File: config.mk
export PLATFORM = sky130hd
export DESIGN_NAME = uart_tx_word_arbiter
export DESIGN_NICKNAME = d
export VERILOG_FILES = /design/src/rtl/uart_tx_word_arbiter.sv
export SDC_FILE = /design/constraint.sdc
export NUM_CORES = 1
export LEC_CHECK = 0
export ABC_AREA = 1
export CAP_MARGIN = 20
export CORE_UTILIZATION = 35
export CTS_CLUSTER_SIZE = 10
export DETAILED_ROUTE_END_ITERATION = 12
export PLACE_DENSITY_LB_ADDON = 0.08
export SLEW_MARGIN = 20
export SYNTH_ARGS = -nofsm -noshare
export SYNTH_HDL_FRONTEND = slang
export SYNTH_SLANG_ARGS = --single-unit
File: constraint.sdc
create_clock -name clk -period 3.5 [get_ports clk]
set_clock_uncertainty 0.05 [all_clocks]
set_input_delay 1.05 -clock clk [delete_from_list [all_inputs] [get_ports clk]]
set_output_delay 1.05 -clock clk [all_outputs]
set_load 0.05 [all_outputs]
File: src/rtl/uart_tx_word_arbiter.sv
// Round-robin arbiter that lets N_REQ word-level requesters share one UART byte
// transmitter, sending each captured word LSB byte first over a start/done handshake.
module uart_tx_word_arbiter #(
  parameter int N_REQ      = 2,
  parameter int DATA_WIDTH = 32,
  parameter int WORD_BYTES = 4,
  parameter int IDW        = $clog2(N_REQ)
) (
  input  logic                        clk,
  input  logic                        rst,
  input  logic [N_REQ-1:0]            req_valid,
  input  logic [N_REQ*DATA_WIDTH-1:0] req_data,
  output logic [N_REQ-1:0]            req_ready,
  output logic                        tx_start,
  output logic [7:0]                  tx_byte,
  input  logic                        tx_busy,
  input  logic                        tx_done,
  output logic [IDW-1:0]              grant_id,
  output logic                        busy,
  output logic                        word_done,
  output logic [IDW-1:0]              word_done_id
);

  localparam int CNTW = (WORD_BYTES > 1) ? $clog2(WORD_BYTES) : 1;

  localparam logic [1:0] ST_IDLE   = 2'd0;
  localparam logic [1:0] ST_SEND   = 2'd1;
  localparam logic [1:0] ST_WAIT   = 2'd2;
  localparam logic [1:0] ST_FINISH = 2'd3;

  localparam logic [CNTW-1:0] LAST_BYTE = CNTW'(WORD_BYTES - 1);
  localparam logic [IDW-1:0]  LAST_ID   = IDW'(N_REQ - 1);

  logic [1:0]            state_reg;
  logic [DATA_WIDTH-1:0] shreg_reg;
  logic [CNTW-1:0]       byte_cnt_reg;
  logic [IDW-1:0]        last_grant_reg;
  logic [IDW-1:0]        grant_id_reg;
  logic                  busy_reg;
  logic                  tx_start_reg;
  logic [7:0]            tx_byte_reg;
  logic                  word_done_reg;
  logic [IDW-1:0]        word_done_id_reg;

  logic [DATA_WIDTH-1:0] req_word [N_REQ];
  logic                  pick_found;
  logic [IDW-1:0]        pick_id;
  logic [DATA_WIDTH-1:0] pick_word;
  logic                  accept;
  int                    cand;
  logic [IDW-1:0]        cand_id;

  genvar gi;
  generate
    for (gi = 0; gi < N_REQ; gi++) begin : g_unpack
      assign req_word[gi] = req_data[gi*DATA_WIDTH +: DATA_WIDTH];
    end
  endgenerate

  // Scan downward so the candidate closest after last_grant is written last and wins.
  always_comb begin
    pick_found = 1'b0;
    pick_id    = '0;
    pick_word  = '0;
    cand       = 0;
    cand_id    = '0;
    for (int k = N_REQ; k >= 1; k--) begin
      cand = int'(last_grant_reg) + k;
      if (cand >= N_REQ) begin
        cand = cand - N_REQ;
      end
      cand_id = IDW'(cand);
      if (req_valid[cand_id]) begin
        pick_found = 1'b1;
        pick_id    = cand_id;
        pick_word  = req_word[cand_id];
      end
    end
  end

  assign accept = (state_reg == ST_IDLE) && pick_found && !rst;

  generate
    for (gi = 0; gi < N_REQ; gi++) begin : g_ready
      assign req_ready[gi] = accept && (pick_id == IDW'(gi));
    end
  endgenerate

  always_ff @(posedge clk) begin
    if (rst) begin
      state_reg        <= ST_IDLE;
      shreg_reg        <= '0;
      byte_cnt_reg     <= '0;
      last_grant_reg   <= LAST_ID;
      grant_id_reg     <= '0;
      busy_reg         <= 1'b0;
      tx_start_reg     <= 1'b0;
      tx_byte_reg      <= '0;
      word_done_reg    <= 1'b0;
      word_done_id_reg <= '0;
    end else begin
      tx_start_reg  <= 1'b0;
      word_done_reg <= 1'b0;
      case (state_reg)
        ST_IDLE: begin
          if (pick_found) begin
            shreg_reg    <= pick_word;
            grant_id_reg <= pick_id;
            byte_cnt_reg <= '0;
            busy_reg     <= 1'b1;
            state_reg    <= ST_SEND;
          end
        end
        ST_SEND: begin
          if (!tx_busy) begin
            tx_start_reg <= 1'b1;
            tx_byte_reg  <= shreg_reg[7:0];
            state_reg    <= ST_WAIT;
          end
        end
        ST_WAIT: begin
          // word_done is registered so it is high exactly during the FINISH cycle.
          if (tx_done) begin
            shreg_reg    <= shreg_reg >> 8;
            byte_cnt_reg <= byte_cnt_reg + 1'b1;
            if (byte_cnt_reg == LAST_BYTE) begin
              word_done_reg    <= 1'b1;
              word_done_id_reg <= grant_id_reg;
              state_reg        <= ST_FINISH;
            end else begin
              state_reg <= ST_SEND;
            end
          end
        end
        default: begin
          last_grant_reg <= grant_id_reg;
          busy_reg       <= 1'b0;
          state_reg      <= ST_IDLE;
        end
      endcase
    end
  end

  assign tx_start     = tx_start_reg;
  assign tx_byte      = tx_byte_reg;
  assign grant_id     = grant_id_reg;
  assign busy         = busy_reg;
  assign word_done    = word_done_reg;
  assign word_done_id = word_done_id_reg;

endmodule

==> out/qor.log <==
INFO  die            die-area=10440um^2
INFO  sta            final.setup.worst_slack=0.09178ns
INFO  setup_path     worst_r2r_startpoint=state_reg[0]$_SDFFE_PP0P_
INFO  power          seq_power_share=0.265
INFO  yosys          synthDominantCellAreaShare=0.4073
INFO  hold_path      hold_crit_path_type=reg -> reg
INFO  sta            layout_worst_path_cycle_share=0.9738
INFO  drt            drt-total-wl=9.672mm
INFO  setup_path     start_kind=input port
INFO  sta            maxClockFrequency=293.4MHz
INFO  yosys          synthAdderAreaFrac=0.01782
INFO  place          placed_cells=852
INFO  die            die_w=102.2um
INFO  power          cellLeakagePower=2.338nW
INFO  yosys          fp_nets=736
INFO  yosys          synth.cellmix.simpleShare=0.4772
INFO  setup_path     reg2reg_to=shreg_reg[4]$_SDFFE_PP0P_
INFO  sta            min_period=3.408ns
INFO  setup_path     required=2.40ns
INFO  clock_network  path_clk_slew=0.10ns
INFO  sta            max_slew.worst_pin.slew=0.8086ns
INFO  global_routing grt_antenna_before_repair=0
INFO  place          port_buffers=84
INFO  global_routing grt-ovfl-total=0
INFO  drt            dr.pass1.iters=5
INFO  yosys          synth.yosys.warnings=0
INFO  sta            finalHoldViolations=0
INFO  layout         lay_top_cells=381 x sky130_fd_sc_hd__nand2_1, 81 x sky130_fd_sc_hd__clkdlybuf4s50_1, 51 x sky130_fd_sc_hd__inv_1
INFO  outcome        run_status=completed
INFO  hold_path      hold_end=tx_byte[4]$_SDFFE_PP0P_
INFO  yosys          fraction_of_synthesized_cell_area_in_xor_and_xnor_cells=0
INFO  yosys          top_area_cell=sky130_fd_sc_hd__nand2_1
INFO  layout         logic_area=2131um^2
INFO  global_routing grt_max_degree=66
INFO  yosys          yosys_most_used_dff=sky130_fd_sc_hd__dfxtp_1
INFO  die            std_cell_rows=36
INFO  sta            rsz0062_at_grt=false
INFO  sta            final_max_slew_viol_count=0
INFO  yosys          yosysCellCount=661
INFO  layout         post_route_cells_drive_above_1_share=0.04814
INFO  clock_network  ctsRootBufferMaster=sky130_fd_sc_hd__clkbuf_8
INFO  layout         number_of_inserted_diodes=0
INFO  layout         fin_cells=860
INFO  place          hpwlAfterDp=6.752mm
INFO  clock_network  cts_made_buffers=5
INFO  job            warnings=29
INFO  power          power_per_cell_area=667.0nW/um^2
INFO  yosys          synth-compound-area-share=0.1094
INFO  clock_network  number_of_buffers_on_the_longest_clock_path=2
INFO  power          share_comb_of_total_power=0.615
INFO  place          routability_congestion_estimate=0.7655
INFO  yosys          ys_top_cells_by_area=sky130_fd_sc_hd__nand2_1 41%, sky130_fd_sc_hd__dfxtp_1 29%, sky130_fd_sc_hd__a21oi_1 6.4%
INFO  yosys          syn-mean-instance-area=5.311um^2
INFO  power          vdd.ir_drop.worst=0.0003601V
INFO  yosys          synth.mux.area_fraction=0
INFO  drt            route.detailed.drc=0
INFO  yosys          top_logic_kind=simple AND/OR/NAND/NOR gates
INFO  yosys          synth-async-reset-ratio=0
INFO  power          sw_frac_of_total=0.4911
INFO  layout         layout_net_count=801
INFO  setup_path     cp_endpoint=req_ready[0]
INFO  clock_network  tritoncts=yes
INFO  drt            drt_iter0_drc=154
INFO  sta            report.final.setup_viol=0
INFO  setup_path     crit_arrival=2.31ns
INFO  layout         most_frequent_standard_cell_in_the_layout_excluding_fill_and_tap_cells=sky130_fd_sc_hd__nand2_1
INFO  global_routing number_of_global_route_vias_before_repair=3702
INFO  power          power.combinational.total=1.87mW
INFO  place          detailedPlace.worstSlack=-0.04545ns
INFO  power          intPower=1.547mW
INFO  global_routing grt_first_pass_wirelength=16.48mm
INFO  setup_path     critical_path.cell_chain=clkdlybuf4s50_1, nand2_1, nand2_2, inv_2, a21boi_2, buf_4, nand3_1, inv_1, buf_12
INFO  yosys          number_of_enable_type_register_cells_in_the_synthesized_netlist=0
INFO  clock_network  post-cts-setup-buffers=0
INFO  hold_path      cell_count_of_the_worst_hold_path=2
INFO  power          power_leader=combinational cells
INFO  yosys          synthesized_registers=50
INFO  drt            drtAntennaViolNets=0
INFO  sta            relSlewSlack=0.4590
INFO  setup_path     ff2ff_setup_slack=1.19ns
INFO  clock_network  cts-hold-fix-buffers=0
INFO  drt            dr_wl_met3=306um
INFO  yosys          area_of_the_mapped_netlist=3511um^2
INFO  global_routing grt_use_met3=0.02394
==> per-stage QoR <==
step | instance area, um^2 | utilization | total power, mW
2_1_floorplan | 3511 | - | 2.246
3_3_place_gp | 4451 | 0.4574 | 2.670
3_5_place_dp | 4451 | 0.4574 | 2.699
4_1_cts | 4548 | 0.4675 | 3.078
5_1_grt | 4557 | 0.4684 | 3.417
6_report | 4557 | 0.4684 | 3.040
==> timing repair <==
item / in CTS / in global routing
endpoints found under the setup margin: 2 / 2
endpoints found under the hold margin: 0 / 0
gates resized: 1 / 3
==> cell type report <==
class                   count  area share
multi-input cells         518      0.4676
clock buffers               5     0.01510
flip-flops and latches     50      0.2199
repair buffers             96      0.2092
inverters                  55     0.04530
well taps                 133     0.03652
clock inverters             3    0.006315
**The metal 1 layer**

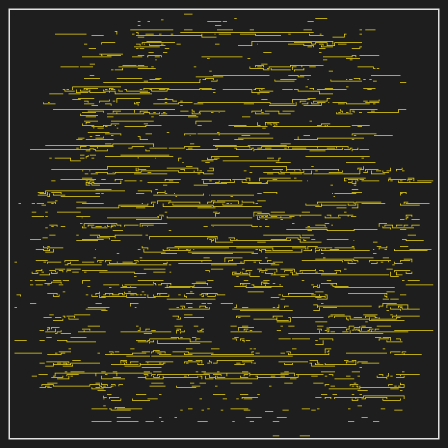
nets with wire on the layer: 716
share of all routed wire: 42%
wire length on this layer: 4100 um
longest straight run: 33.6 um

**Sequential cells coloured by netlist name**

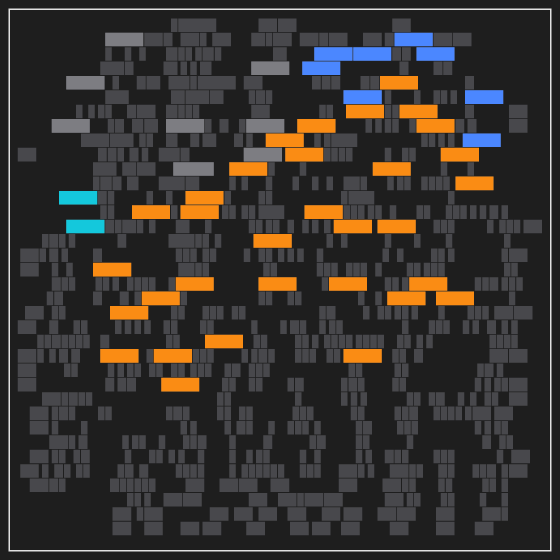
| colour | name in the netlist | placed flops |
|---|---|---|
| blue | tx_byte | 8 |
| orange | shreg_reg | 32 |
| cyan | byte_cnt_reg | 2 |
sequential power: 804 uW
core occupancy in the finished layout: 0.4684
fraction of area in registers: 0.2199
Storage cell area: 1002 um^2

**Clock distribution**

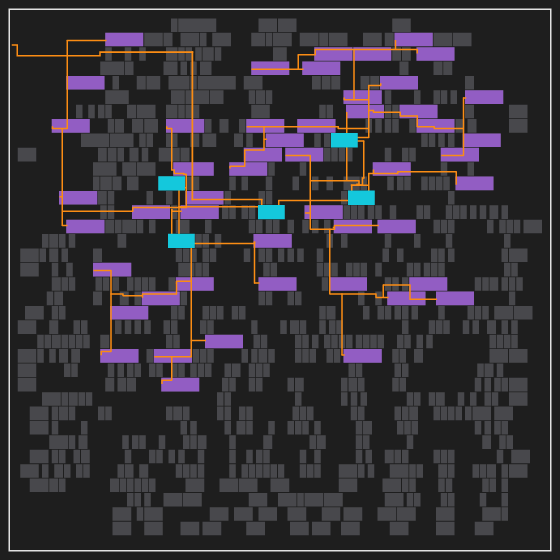
[purple] flip-flops | count: 50
[orange] clock wires | length: 632 um
[cyan] clock-net drivers | count: 5
routed clock nets: 6
Latency at later pin: 0.30 ns
portion of total power attributed to the clock network: 0.120

**Routing congestion**

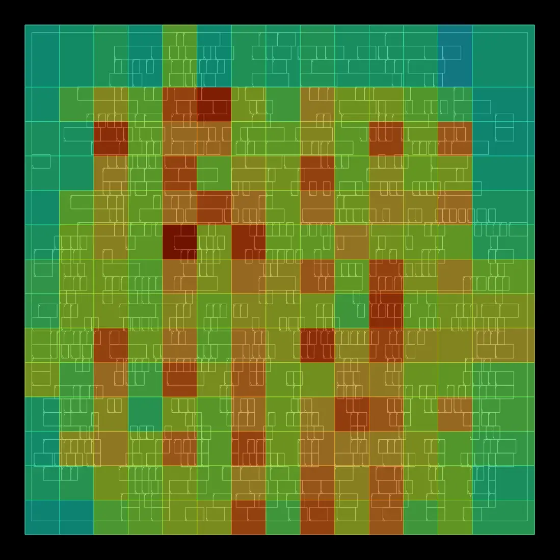
met1 demand-to-capacity share in global routing: 0.2286
Tot GR Track Use: 0.1981
average wire length per cell after detail routing: 11.25 um
grt peak-use layer: met2

Power figures rest on the tool's default switching activity, not on a simulated workload.
